`config.mk`:
```
export PLATFORM = sky130hd
export DESIGN_NAME = mem_port_arbiter
export DESIGN_NICKNAME = d
export VERILOG_FILES = /design/src/rtl/mem_port_arbiter.sv
export SDC_FILE = /design/constraint.sdc
export NUM_CORES = 1
export LEC_CHECK = 0
export CAP_MARGIN = 5
export CORE_UTILIZATION = 40
export CTS_CLUSTER_DIAMETER = 30
export DETAILED_ROUTE_END_ITERATION = 8
export GPL_TIMING_DRIVEN = 0
export PLACE_DENSITY = 0.78
export SKIP_CTS_REPAIR_TIMING = 1
export SYNTH_ARGS = -nofsm -noshare
export SYNTH_HDL_FRONTEND = slang
export SYNTH_SLANG_ARGS = --single-unit
```
`constraint.sdc`:
```
create_clock -name clk -period 1.9 [get_ports clk]
set_input_delay 0.285 -clock clk [delete_from_list [all_inputs] [get_ports clk]]
set_output_delay 0.285 -clock clk [all_outputs]
set_load 0.01 [all_outputs]
```
`src/rtl/mem_port_arbiter.sv`:
```
// Arbiter sharing one single-port memory between instruction fetch and data access.
// Data wins ties, but fetch is guaranteed a grant after MAX_D_STREAK back-to-back data grants.
module mem_port_arbiter #(
  parameter int ADDR_W       = 32,
  parameter int DATA_W       = 32,
  parameter int MAX_D_STREAK = 3,
  parameter int TIMEOUT      = 255
) (
  input  logic              clk,
  input  logic              reset,
  input  logic              if_req,
  input  logic [ADDR_W-1:0] if_addr,
  output logic [DATA_W-1:0] if_rdata,
  output logic              if_ready,
  input  logic              d_req,
  input  logic              d_we,
  input  logic [ADDR_W-1:0] d_addr,
  input  logic [DATA_W-1:0] d_wdata,
  output logic [DATA_W-1:0] d_rdata,
  output logic              d_ready,
  output logic              mem_req,
  output logic              mem_we,
  output logic [ADDR_W-1:0] mem_addr,
  output logic [DATA_W-1:0] mem_wdata,
  input  logic [DATA_W-1:0] mem_rdata,
  input  logic              mem_ack,
  output logic              err
);

  localparam int STREAK_W = $clog2(MAX_D_STREAK + 1);
  localparam logic [STREAK_W-1:0] STREAK_MAX = STREAK_W'(MAX_D_STREAK);
  localparam logic [7:0] TIMEOUT_LAST = 8'(TIMEOUT - 1);

  typedef enum logic [1:0] {IDLE, BUSY_IF, BUSY_D} state_t;

  state_t              state, stateNext;
  logic [STREAK_W-1:0] streak, streakNext;
  logic [7:0]          waitCnt, waitCntNext;
  logic                memReqNext, memWeNext, ifReadyNext, dReadyNext, errNext;
  logic [ADDR_W-1:0]   memAddrNext;
  logic [DATA_W-1:0]   memWdataNext, ifRdataNext, dRdataNext, doneData;
  logic                ifElig, dElig, grantD, txnDone;

  always_comb begin
    stateNext    = state;
    streakNext   = streak;
    waitCntNext  = waitCnt;
    memReqNext   = mem_req;
    memWeNext    = mem_we;
    memAddrNext  = mem_addr;
    memWdataNext = mem_wdata;
    ifReadyNext  = 1'b0;
    dReadyNext   = 1'b0;
    ifRdataNext  = if_rdata;
    dRdataNext   = d_rdata;
    errNext      = err;
    // A request still held during its own ready cycle must not be granted again.
    ifElig   = if_req & ~if_ready;
    dElig    = d_req & ~d_ready;
    grantD   = dElig & ~(ifElig & (streak >= STREAK_MAX));
    txnDone  = mem_ack | (waitCnt == TIMEOUT_LAST);
    doneData = mem_ack ? mem_rdata : '0;

    case (state)
      IDLE: begin
        if (grantD) begin
          stateNext    = BUSY_D;
          streakNext   = ifElig ? streak + STREAK_W'(1) : '0;
          memReqNext   = 1'b1;
          memWeNext    = d_we;
          memAddrNext  = d_addr;
          memWdataNext = d_wdata;
          waitCntNext  = '0;
        end else if (ifElig) begin
          stateNext    = BUSY_IF;
          streakNext   = '0;
          memReqNext   = 1'b1;
          memWeNext    = 1'b0;
          memAddrNext  = if_addr;
          memWdataNext = '0;
          waitCntNext  = '0;
        end
      end
      BUSY_IF, BUSY_D: begin
        if (txnDone) begin
          stateNext  = IDLE;
          memReqNext = 1'b0;
          memWeNext  = 1'b0;
          if (!mem_ack) errNext = 1'b1;
          if (state == BUSY_D) begin
            dReadyNext = 1'b1;
            dRdataNext = doneData;
          end else begin
            ifReadyNext = 1'b1;
            ifRdataNext = doneData;
          end
        end else begin
          waitCntNext = waitCnt + 8'd1;
        end
      end
      default: stateNext = IDLE;
    endcase
  end

  always_ff @(posedge clk) begin
    if (reset) begin
      state     <= IDLE;
      streak    <= '0;
      waitCnt   <= '0;
      mem_req   <= 1'b0;
      mem_we    <= 1'b0;
      mem_addr  <= '0;
      mem_wdata <= '0;
      if_ready  <= 1'b0;
      d_ready   <= 1'b0;
      if_rdata  <= '0;
      d_rdata   <= '0;
      err       <= 1'b0;
    end else begin
      state     <= stateNext;
      streak    <= streakNext;
      waitCnt   <= waitCntNext;
      mem_req   <= memReqNext;
      mem_we    <= memWeNext;
      mem_addr  <= memAddrNext;
      mem_wdata <= memWdataNext;
      if_ready  <= ifReadyNext;
      d_ready   <= dReadyNext;
      if_rdata  <= ifRdataNext;
      d_rdata   <= dRdataNext;
      err       <= errNext;
    end
  end

endmodule

```
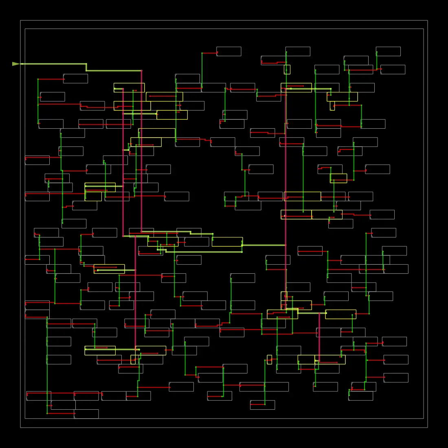
Run 1: the clock network
Clock net power: 3.48 mW
Seq Cell Count: 145

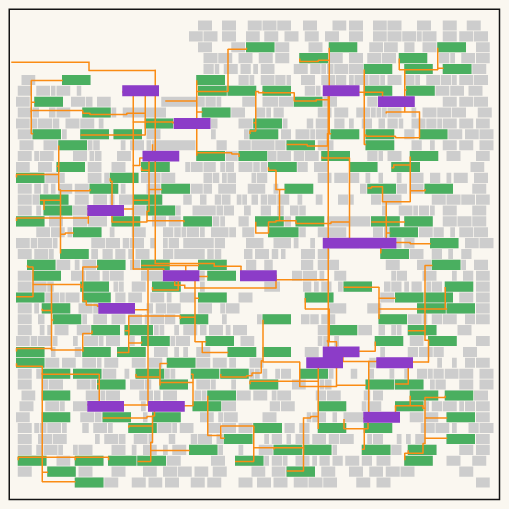
Run 1: routed clock nets over the placement
Scale: 4 px per µm.
orange -> clock wires  # length 1770 µm
green -> flip-flops  # count 145
purple -> clock drivers  # count 17
flops lie = all over the die
routed clock nets = 18

==> flow_results.org, run 1 <==
* Implementation run

** Pwr
- Ranked by power, first place goes to clock.
- Combinational power share :: 19.5%
- The power report lists the combinational group at 1.65 mW.
- The highest supply drop recorded on VDD is 0.000589 V.
- Power drawn by the sequential cells :: 3.33 mW
- Net switching is 24.6% of the power.
- Total net switching power :: about 2.1 mW
- In this run the static leakage power is 3.96 nW.
- Power density over the cells :: about 900 nW/µm²
- Relative contribution of the clock network to total power :: 41.1%

** Layout
- Area growth, synth to finish :: 63.0%
- Storage element area :: 2900 µm²
- Final standard cell utilization of the core :: 67.3%
- The repair_antennas step left the layout with diodes totalling 0.
- Non-Filler Instances :: 1085
- The layout has 319 buffers outside the clock class.
- 403 cells are multi-input combinational gates.
- Most numerous logic cells after layout :: clkdlybuf4s50_1, dfxtp_1, mux2i_1, nor2_1, nand2_1
- Share of the final layout cell area in sequential cells :: 30.8%
- The layout report lists the non-clock buffer share of cell area as a little under a third.

** Synth
- The number of nets handed over by synthesis was 744.
- By area the synthesized netlist is led by dfxtp_1, mux2i_1, nor2_1.
- Number of cells in Yosys stat :: 605
- For this run, the number of Yosys warnings is 0.
- In this run, synthesis inferred 0 flip-flops with an integrated enable.
- In the synthesized netlist the async set-or-reset flop fraction comes to 0%.
- Counting every instance in the synthesized netlist gives 605.
- Sequential area share after synthesis :: 50.2%
- Main logic family :: multiplexers
- Most instantiated cells after synthesis :: dfxtp_1, mux2i_1, nor2_1

** Detailed routing
- WL/cell :: 16.2 µm
- After detailed routing, no signal wire sits above met4.
- For this block, the initial DRC count from the detailed router was 218.
- Post-detailed-routing wire length :: 17600 µm

** Critical path
- Worst setup EP type :: register
- The worst register-to-register path has a setup slack of 0.08 ns.
- Looking at the reg2reg group, the worst path ends at mem_we.
- Source of the critical timing path :: state[0]
- In this run the number of cells on the critical path is 7.
- Critical R2R Launch :: state[0]
- Crit Path Max Fanout :: 9
- Arrival time at the worst endpoint :: roughly 2.1 ns
- The largest single stage delay on the critical path is around 0.40 ns.
- Family with the most delay on the worst path :: simple AND/OR/NAND/NOR gates

** Floorplan
- In this run the count of I/O pins placed on the die edge is between 200 and 300.
- Well Taps :: between 150 and 200
- The die is 122 µm tall.
- At the floorplan stage, the core utilization is reported as 41.3%.
- Die x size :: 122 µm

** Placed design
- HPWL reported at the end of detailed placement :: 13100 µm
- Placed standard-cell area :: just under 9000 µm²
- Per the placement report, the placed cell count is around 1.1k.

** Hold path
- Counting instances, the worst hold path has a depth of 3.
- Per the hold report, the tightest min-delay path originates at mem_ack.
- Looking at the hold checks, the worst path lands on d_rdata[21].

** STA
- The routed design could run at a clock period as short as approximately 1.8 ns.
- Peak clock frequency supported by timing :: ~0.55 GHz
- Across all setup checks in the final design, the least slack found is 0.0787 ns.
- Fin crit share :: 95.9%
- The slew check shows that the tightest pin keeps a relative margin of 63.0%.
- Setup repair after global routing could not meet its margin everywhere.
- Hold violation total from the final report :: 0
- Count of final setup violators :: 0

** Clock network
- TritonCTS Buffers :: 17
- The clock passes through at most 2 buffers.
- CTS Sinks :: 145

** Run
- OpenROAD warnings :: 29

** Global routing
- Summed over all layers, the global routing overflow is 0.
- Vias in the first global route :: 5320
- On met2, the global router reports a usage of approximately 39%.
- Met1 track demand over resource :: 25.9%
- Global-route usage over all layers :: 23.3%

** Outcome
- The run finished with clean final reports.
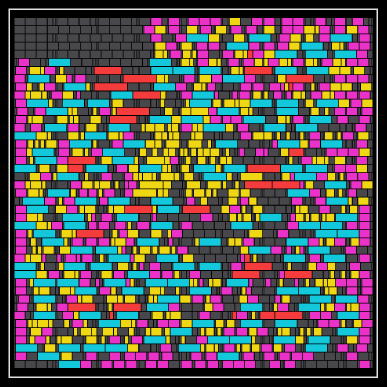
Run 1: cell classes on the final placement
Scale: 3 px per µm. Fill, decap, tap and diode cells in gray.
magenta -> other buffers and delay cells  # cells 319, share of their area 32%
cyan -> flops  # cells 145, share of their area 32%
yellow -> combinational and other logic  # cells 412, share of their area 30%
red -> clock drivers and dummy loads  # cells 29, share of their area 6.6%

## Run 2: what changed since run 1
ABC_CLOCK_PERIOD_IN_PS = 1900   (was not set)
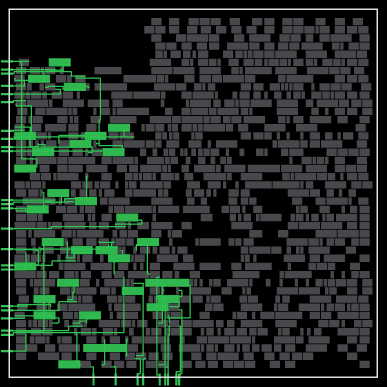
Run 2: wires at chosen ports, followed through buffers
Scale: 3 px per µm.
green -> d_rdata  # bits 32, direction output, edge 23 west, 9 south, end cells 32, buffers 32, wire 1130 µm

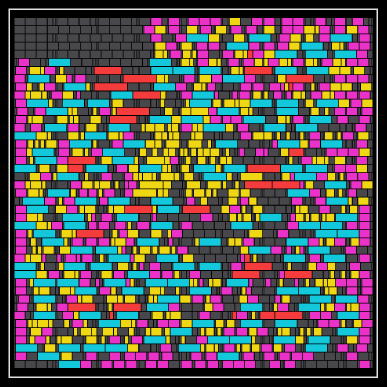
Run 2: cell classes on the final placement
Scale: 3 px per µm. Fill, decap, tap and diode cells in gray.
yellow -> combinational and other logic  # cells 412, share of their area 30%
red -> clock drivers and dummy loads  # cells 29, share of their area 6.6%
magenta -> other buffers and delay cells  # cells 319, share of their area 32%
cyan -> flops  # cells 145, share of their area 32%

==> run 2 against run 1 <==
Compared with the run above:
- combinational power about the same
- sequential cell count unchanged
- highest routed layer unchanged
- clock-buffer cell count unchanged
- largest power group unchanged
- cell count unchanged
- cell area unchanged
- global-route usage unchanged
- largest cell class unchanged
- register-to-register slack about the same
==> flow_results.org, run 2 <==
* Implementation run

** Global routing
- The overall routing resource usage came to 23.3% (unchanged).
- Routing usage on met2 :: 39.2% (unchanged)
- The sum of overflow across all layers after global routing came to 0 (unchanged).
- Met1 track demand over resource :: 25.9% (unchanged)
- Vias in the first global route :: 5320 (unchanged)

** Critical path
- The endpoint arrival time on the critical path was 2.14 ns (about the same).
- Per STA, the worst path accumulates the most delay in the family simple AND/OR/NAND/NOR gates.
- Crit Path Max Fanout :: 9 (unchanged)
- The worst setup path is captured at a register.
- The worst-case register-to-register setup slack was 0.08 ns (about the same).
- The number of stages on the worst setup path is 7 (unchanged).
- Max incr delay on CP :: 0.40 ns (about the same)

** Synth
- Synth warnings :: 0 (unchanged)
- By count the netlist is led by dfxtp_1, mux2i_1, nor2_1.
- The part of the Yosys area used for sequential elements was 50.2% (unchanged).
- The cell count after synthesis came to 605 (unchanged).
- The number of enable flip-flop cells is 0 (unchanged).
- Async set-reset flop share out of synthesis :: 0% (unchanged)
- Number of cells in Yosys stat :: 605 (unchanged)

** Pwr
- Leakage :: 3.96 nW (unchanged)
- Combinational power share :: 19.5% (about the same)
- Worst vdd rail ir drop :: 0.000589 V (unchanged)
- The net switching power came to 2.08 mW (unchanged).
- The power of the clock network is 3.48 mW (about the same).
- The combinational power came to 1.65 mW (about the same).
- The switching power as a share of total power came to 24.6% (unchanged).
- The largest part of the power goes to clock.
- Power drawn by the sequential cells :: 3.33 mW (about the same)
- The clock share of power was 41.1% (about the same).

** Hold path
- Looking at the hold checks, the worst path lands on d_rdata[21].
- Hold Crit Depth :: 3 (unchanged)
- Looking at hold timing, the worst path starts from mem_ack.

** Layout
- Share of the final layout cell area in sequential cells :: 30.8% (unchanged)
- The buffering overhead was 31.3% (unchanged).
- The sequential cell area is 2900 µm² (unchanged).
- Non-CTS buffers :: 319 (unchanged)
- Non-Filler Instances :: 1085 (unchanged)
- The total number of sequential cells is 145 (unchanged).
- Number of inserted diodes :: 0 (unchanged)
- The layout overhead on the synthesized area was 63.0% (unchanged).
- Ranking logic cells in the layout by count gives the top entries clkdlybuf4s50_1, dfxtp_1, mux2i_1, nor2_1, nand2_1.

** STA
- The final period demand of the worst path is 1.82 ns (unchanged).
- Worst Slack Setup Final :: 0.0787 ns (unchanged)
- The worst relative slew slack is 63.0% (unchanged).
- Fin crit share :: 95.9% (unchanged)
- The top achievable clock speed came to 0.549 GHz (unchanged).
- The final number of setup-violating endpoints was 0 (unchanged).
- Worst hold slack across all endpoints :: 0.309 ns
- Setup repair after global routing could not meet its margin everywhere.
- Hold violation total from the final report :: 0 (unchanged)

** Detailed routing
- The detailed router put a total of 6980 µm of wire on met1.
- WL/cell :: 16.2 µm (unchanged)
- Initial DRC Count :: 218 (unchanged)
- The total detailed-routing wirelength is 17600 µm (unchanged).
- Routed signal wires occupy layers up through met4.

** Floorplan
- The width of the chip came to 122 µm (unchanged).
- The overall die height is 122 µm (unchanged).
- Area of the die :: 14900 µm²
- Floorplan utilization :: 41.3% (unchanged)
- Boundary Pins :: 267 (unchanged)
- Well Taps :: 180 (unchanged)

** Clock network
- CTS Sinks :: 145 (unchanged)
- The number of buffers added by the clock tree synthesis step is 17 (unchanged).

** Placed design
- The post-detailed-placement half-perimeter wirelength came to 13100 µm (unchanged).
- The placed instance count came to 1050 (unchanged).
- The post-placement cell area came to 8660 µm² (unchanged).

** Run
- The count of warning messages emitted by the tools was 29 (unchanged).

** Outcome
- Status :: completed
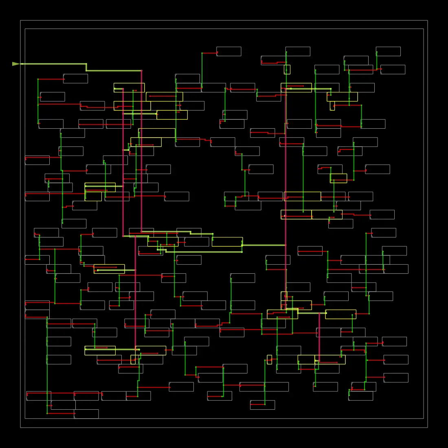
Run 2: the clock network
clock buffers: 23
insertion delay to the later sink of the worst-skew pair: 0.42 ns

## Run 3: what changed since run 2
CTS_CLUSTER_DIAMETER = not set   (was 30)
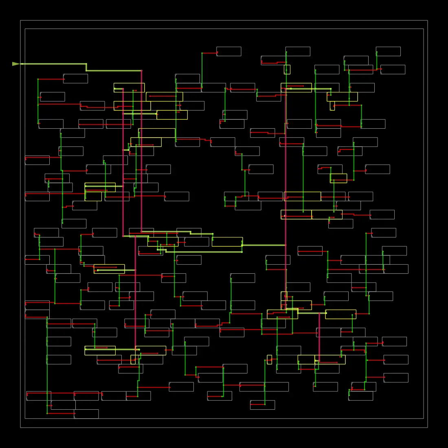
Run 3: the clock network
largest clock skew in the final design: 0.00713 ns
CTS Sinks: 145

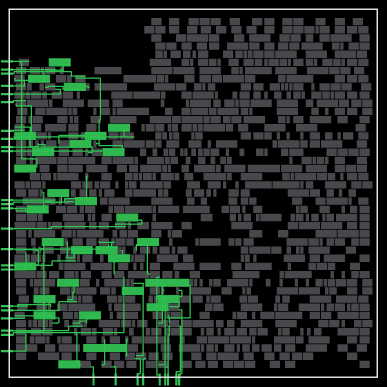
Run 3: wires at chosen ports, followed through buffers
Scale: 3 px per µm.
green -> d_rdata  # bits 32, direction output, edge 23 west, 9 south, end cells 32, buffers 32, wire 1130 µm

==> run 3 against run 2 <==
Compared with the run above:
- clock-buffer cell count is the same
- first-iteration DRC count did not move
- power unchanged
- critical endpoint unchanged
- highest routed layer unchanged
==> flow_results.org, run 3 <==
* Implementation run

** Outcome
- Status :: completed

** Synth
- The number of cells in the yosys synthesis report came to 605 (unchanged).
- Async set-reset flop share out of synthesis :: 0% (unchanged)
- The synthesized netlist occupies a cell area of 5780 µm².
- Number of instances in the synthesized netlist :: 605 (unchanged)
- For reference, the top cells by count after synthesis are dfxtp_1, mux2i_1, nor2_1.
- Xor/xnor share of the synthesized area :: 0%
- The number of enable flip-flop cells is 0 (unchanged).
- Sequential area share after synthesis :: 50.2% (unchanged)
- The yosys synthesis warning count is 0 (unchanged).

** Global routing
- Routing usage on met2 :: 39.2% (unchanged)
- The met1 track demand over resource is 25.9% (unchanged).
- Most utilized layer in the global route result :: met2
- Global-route usage over all layers :: 23.3% (unchanged)
- The sum of overflow across all layers after global routing came to 0 (unchanged).
- The global routing report lists met3 layer usage as 10.6%.
- The number of global-route vias before repair came to 5320 (unchanged).

** Detailed routing
- The routed length on met1 is 6980 µm (unchanged).
- WL/cell :: 16.2 µm (unchanged)
- The violation count after the first detailed-route iteration came to 218 (unchanged).
- Top routing layer used :: met4
- Routed vias :: 5475
- Post-detailed-routing wire length :: 17600 µm (unchanged)

** Critical path
- Family with the most delay on the worst path :: simple AND/OR/NAND/NOR gates
- Crit Path Max Fanout :: 9 (unchanged)
- The number of stages on the worst setup path is 7 (unchanged).
- Arrival time at the worst endpoint :: 2.14 ns (about the same)
- Worst-case register-to-register setup slack :: 0.08 ns (about the same)
- Critical register-to-register path endpoint :: mem_we
- Max incr delay on CP :: 0.40 ns (about the same)
- Depth of the worst register-to-register path :: 7
- Worst setup EP type :: register
- In this run the critical register-to-register path is launched from state[0].
- Startpoint types :: register

** Layout
- The most common logic cells in the final layout are clkdlybuf4s50_1, dfxtp_1, mux2i_1, nor2_1, nand2_1.
- Layout buffering overhead excluding clock cells :: 31.3% (unchanged)
- Summing all multi-input logic gate instances after layout gives 2700 µm².
- Number of inserted diodes :: 0 (unchanged)
- The share of cell area taken by flip-flops and latches was 30.8% (unchanged).
- Seq Cell Count :: 145 (unchanged)
- Area growth, synth to finish :: 63.0% (unchanged)
- The count of clock buffers in the final design came to 23 (unchanged).
- The layout buffer count excluding clock buffers came to 319 (unchanged).
- Number of fill cells :: roughly 1.1k
- Storage element area :: 2900 µm² (unchanged)
- Non-Filler Instances :: 1085 (unchanged)

** Floorplan
- Height of the die :: 122 µm (unchanged)
- Area of the die :: 14900 µm² (unchanged)
- The width of the chip was 122 µm (unchanged).
- The number of top-level pins came to 267 (unchanged).
- The tap cell instance count came to 180 (unchanged).
- Floorplan utilization :: 41.3% (unchanged)

** STA
- The part of the cycle the worst path needs is 95.9% (unchanged).
- The number of endpoints with negative hold slack in the final report was 0 (unchanged).
- The final period demand of the worst path came to 1.82 ns (unchanged).
- The final number of setup-violating endpoints came to 0 (unchanged).
- Setup repair after global routing could not meet its margin everywhere.
- The least setup slack across all paths after layout is 0.0787 ns (unchanged).
- Headroom to the max-slew limit :: 63.0% (unchanged)
- Max-slew violations :: 0
- Worst hold slack across all endpoints :: 0.309 ns (unchanged)
- The top achievable clock speed is 0.549 GHz (unchanged).

** Hold path
- The cell depth of the worst hold path is 3 (unchanged).
- For hold timing, the worst endpoint is d_rdata[21].
- Launch instance of the worst min-delay path :: mem_ack

** Placed design
- HPWL reported at the end of detailed placement :: 13100 µm (unchanged)
- Cell Count Post-Placement :: 1050 (unchanged)
- The post-placement cell area was 8660 µm² (unchanged).

** Pwr
- The largest vdd supply drop is 0.000589 V (unchanged).
- Power of the combinational group :: 1.65 mW (about the same)
- Heaviest power group :: clock
- Net switching share of the total power :: 24.6% (unchanged)
- The power of the clock network is 3.48 mW (about the same).
- Combinational power share :: 19.5% (about the same)
- Relative contribution of the clock network to total power :: 41.1% (about the same)
- The net switching power is 2.08 mW (unchanged).
- The leakage power summed over all cells was 3.96 nW (unchanged).
- The flip-flop and latch power came to 3.33 mW (about the same).
- Power comes to 8.47 mW.

** Run
- Max-cap violations :: 0
- The count of warning messages emitted by the tools is 29 (unchanged).

** Clock network
- The clock latency on the worst-skew pair is 0.42 ns (about the same).
- The number of buffers added by the clock tree synthesis step was 17 (unchanged).
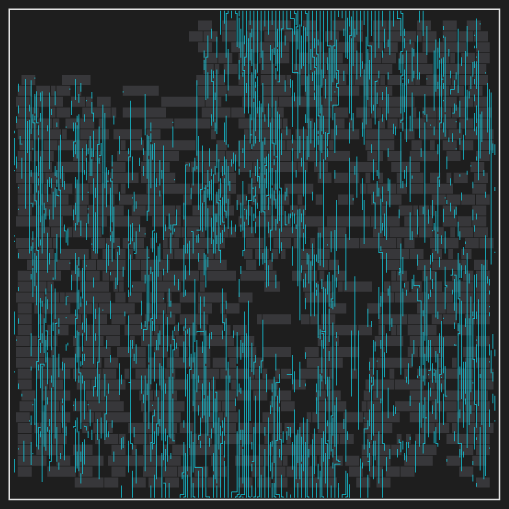
Run 3: signal wires on met2
Scale: 4 px per µm.
main direction = vertical
wire length on this layer = 8300 µm
nets with wire on the layer = 899

Power and IR drop assume default switching activity.
